$ cat src/rtl/regfile_mp.sv
// Parametrised multi-read-port register file with registered reads, optional
// write-to-read bypass, optional hardwired zero entry and a sequential bulk clear.
module regfile_mp #(
  parameter int DATA_W   = 16,
  parameter int ADDR_W   = 5,
  parameter int NUM_RD   = 2,
  parameter bit BYPASS   = 1'b1,
  parameter bit ZERO_REG = 1'b0
) (
  input  logic                     clk,
  input  logic                     rst,
  input  logic [NUM_RD-1:0]        rd_en,
  input  logic [NUM_RD*ADDR_W-1:0] rd_adr,
  output logic [NUM_RD*DATA_W-1:0] rd_data,
  output logic [NUM_RD-1:0]        rd_valid,
  input  logic                     wr_en,
  input  logic [ADDR_W-1:0]        wr_adr,
  input  logic [DATA_W-1:0]        wr_data,
  input  logic                     clear,
  output logic                     busy
);

  localparam int DEPTH = 2 ** ADDR_W;

  typedef enum logic {
    IDLE,
    CLEAR
  } state_e;

  state_e              state_q, state_d;
  logic [ADDR_W-1:0]   cnt_q, cnt_d;
  logic [DATA_W-1:0]   mem_q [DEPTH];
  logic [DATA_W-1:0]   mem_d [DEPTH];
  logic [DATA_W-1:0]   rd_data_q [NUM_RD];
  logic [DATA_W-1:0]   rd_data_d [NUM_RD];
  logic [NUM_RD-1:0]   rd_valid_q, rd_valid_d;
  logic [ADDR_W-1:0]   rd_adr_a [NUM_RD];
  logic                wr_ok;

  for (genvar k = 0; k < NUM_RD; k++) begin : g_port
    assign rd_adr_a[k]                  = rd_adr[k*ADDR_W +: ADDR_W];
    assign rd_data[k*DATA_W +: DATA_W]  = rd_data_q[k];
  end

  assign rd_valid = rd_valid_q;
  assign busy     = (state_q == CLEAR);

  // Writes to the hardwired zero entry are dropped here, so they never bypass either.
  assign wr_ok = wr_en && !(ZERO_REG && (wr_adr == '0));

  always_comb begin
    // NOTE: every signal driven here gets a default first, so no path can infer a latch.
    state_d = state_q;
    cnt_d   = cnt_q;
    mem_d   = mem_q;
    case (state_q)
      IDLE: begin
        if (wr_ok) mem_d[wr_adr] = wr_data;
        if (clear) begin
          state_d = CLEAR;
          cnt_d   = '0;
        end
      end
      CLEAR: begin
        mem_d[cnt_q] = '0;
        cnt_d        = cnt_q + 1'b1;
        if (cnt_q == ADDR_W'(DEPTH - 1)) state_d = IDLE;
      end
      default: state_d = IDLE;
    endcase
  end

  always_comb begin
    for (int k = 0; k < NUM_RD; k++) begin
      rd_data_d[k]  = rd_data_q[k];
      rd_valid_d[k] = 1'b0;
      if (state_q == IDLE && rd_en[k]) begin
        rd_valid_d[k] = 1'b1;
        if (ZERO_REG && (rd_adr_a[k] == '0))
          rd_data_d[k] = '0;
        else if (BYPASS && wr_ok && (wr_adr == rd_adr_a[k]))
          rd_data_d[k] = wr_data;
        else
          rd_data_d[k] = mem_q[rd_adr_a[k]];
      end
    end
  end

  // NOTE: all state is updated with <= so every flop samples pre-edge values.
  always_ff @(posedge clk) begin
    if (rst) begin
      state_q    <= IDLE;
      cnt_q      <= '0;
      rd_valid_q <= '0;
      // NOTE: the array is a reset flop bank, not a RAM macro, because every entry must read 0 after reset.
      for (int i = 0; i < DEPTH; i++) mem_q[i] <= '0;
      for (int k = 0; k < NUM_RD; k++) rd_data_q[k] <= '0;
    end else begin
      state_q    <= state_d;
      cnt_q      <= cnt_d;
      rd_valid_q <= rd_valid_d;
      mem_q      <= mem_d;
      rd_data_q  <= rd_data_d;
    end
  end

endmodule

$ cat config.mk
export PLATFORM = sky130hd
export DESIGN_NAME = regfile_mp
export DESIGN_NICKNAME = d
export VERILOG_FILES = /design/src/rtl/regfile_mp.sv
export SDC_FILE = /design/constraint.sdc
export NUM_CORES = 1
export LEC_CHECK = 0
export CORE_MARGIN = 2
export CORE_UTILIZATION = 62
export DETAILED_ROUTE_END_ITERATION = 12
export PLACE_DENSITY = 0.8
export SLEW_MARGIN = 20
export SYNTH_ARGS = -nofsm -noshare
export SYNTH_HDL_FRONTEND = slang
export SYNTH_SLANG_ARGS = --single-unit
$ cat constraint.sdc
create_clock -name clk -period 5.1 [get_ports clk]
set_input_delay 0.765 -clock clk [delete_from_list [all_inputs] [get_ports clk]]
set_output_delay 0.765 -clock clk [all_outputs]
set_load 0.05 [all_outputs]
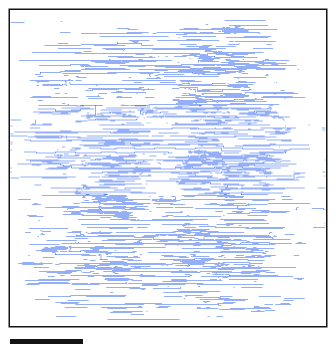
(images/layer_met3.png)
Bar = 50 um.
wire length on this layer: 15700 um
nets with wire on the layer: 430
longest straight run: 127 um
main direction: horizontal
share of all routed wire: 15%

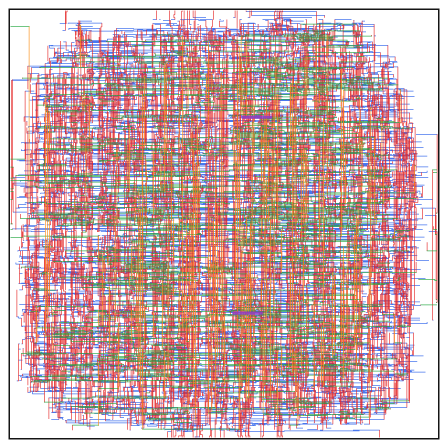
(images/wires.png)
[metal 3] green | wire length: 15700 um
[metal 5] purple | wire length: 27.6 um
[metal 4] orange | wire length: 7160 um
[metal 2] red | wire length: 44.0 mm
[metal 1] blue | wire length: 35.2 mm

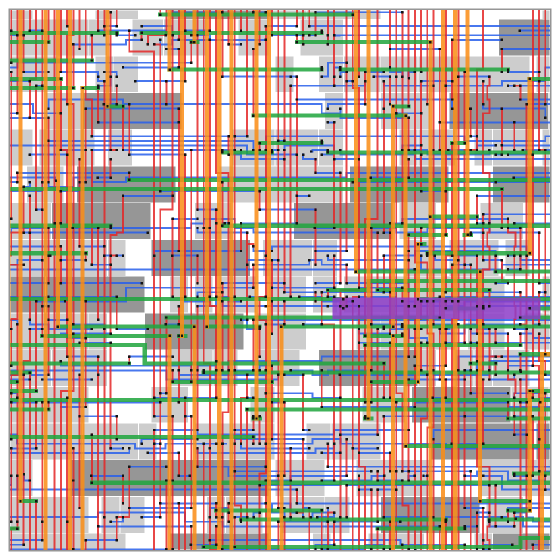
(images/detail.png)
Window x 88 to 128, y 45 to 85 um. Cells in grey, sequential cells in the stronger grey; small squares are vias.
[metal 3] green
[metal 1] blue
[metal 2] red
[metal 5] purple
[metal 4] orange
netlist names of flops here include: mem_q (14), rd_data (3)
sequential cells in the window: 17
cells with their middle in the window: 104
most frequent: a22oi_1 (19), dfxtp_1 (17), nor2_1 (15)

==> results.yml <==
# flow metrics
synth:
  ys_top_cells_by_count: "578 x nor2_1, 572 x a22oi_1, 552 x dfxtp_1"
  synth_flops: 552
  ys_chip_area_sq_um: 27700
  ys_top_logic_family: "multiplexers"
  syn_area_sq_um: 27700
worst_setup_path:
  crit_end: "rd_data[6]"
  cp_top_family: "AND-OR/OR-AND gates"
  slowest_delay_ns: 1.05
  worst-path-max-fanout: 50
grt:
  use_met3: 0.128
  top_usage_layer: "met2"
  grt_max_degree: 135
  grt_pass1_vias: 23700
  grt_pass1_wl_mm: 152
  antenna_found_initial: 2
floorplanning:
  die_x_um: 215
  taps: 592
  core_sq_um: 44200
pwr:
  p_total_w: 0.00967
  ir_drop_mv: 0.310
  power.group.top: "registers"
  power_sequential_w: 0.00441
  power_clock_w: 0.00425
  seqPwrFrac: 0.456
  p_clk_frac: 0.439
  p_sw_frac: 0.261
layout:
  area_delta_synth_final_pct: 10.1
  final_util: 0.691
  sh_seq_area: 0.362
  nNonClkBuffers: 193
detailed_routing:
  drt-initial-drc-count: 4459
  topRoutingLayerUsed: "met5"
job:
  warnings: 35
clock_tree:
  postCtsSetupBuffers: 0
  clk_latency_ns: 0.63
  cts_buffers: 56
sta:
  finalSetupViolations: 0
  setup_tns_ns: 0
  rsz0062_at_grt: "no"
  finalWorstSetupSlack_ns: 1.41
outcome:
  status: "finished, final reports clean"
No activity file was given, so power comes from the tool's default toggle rates.
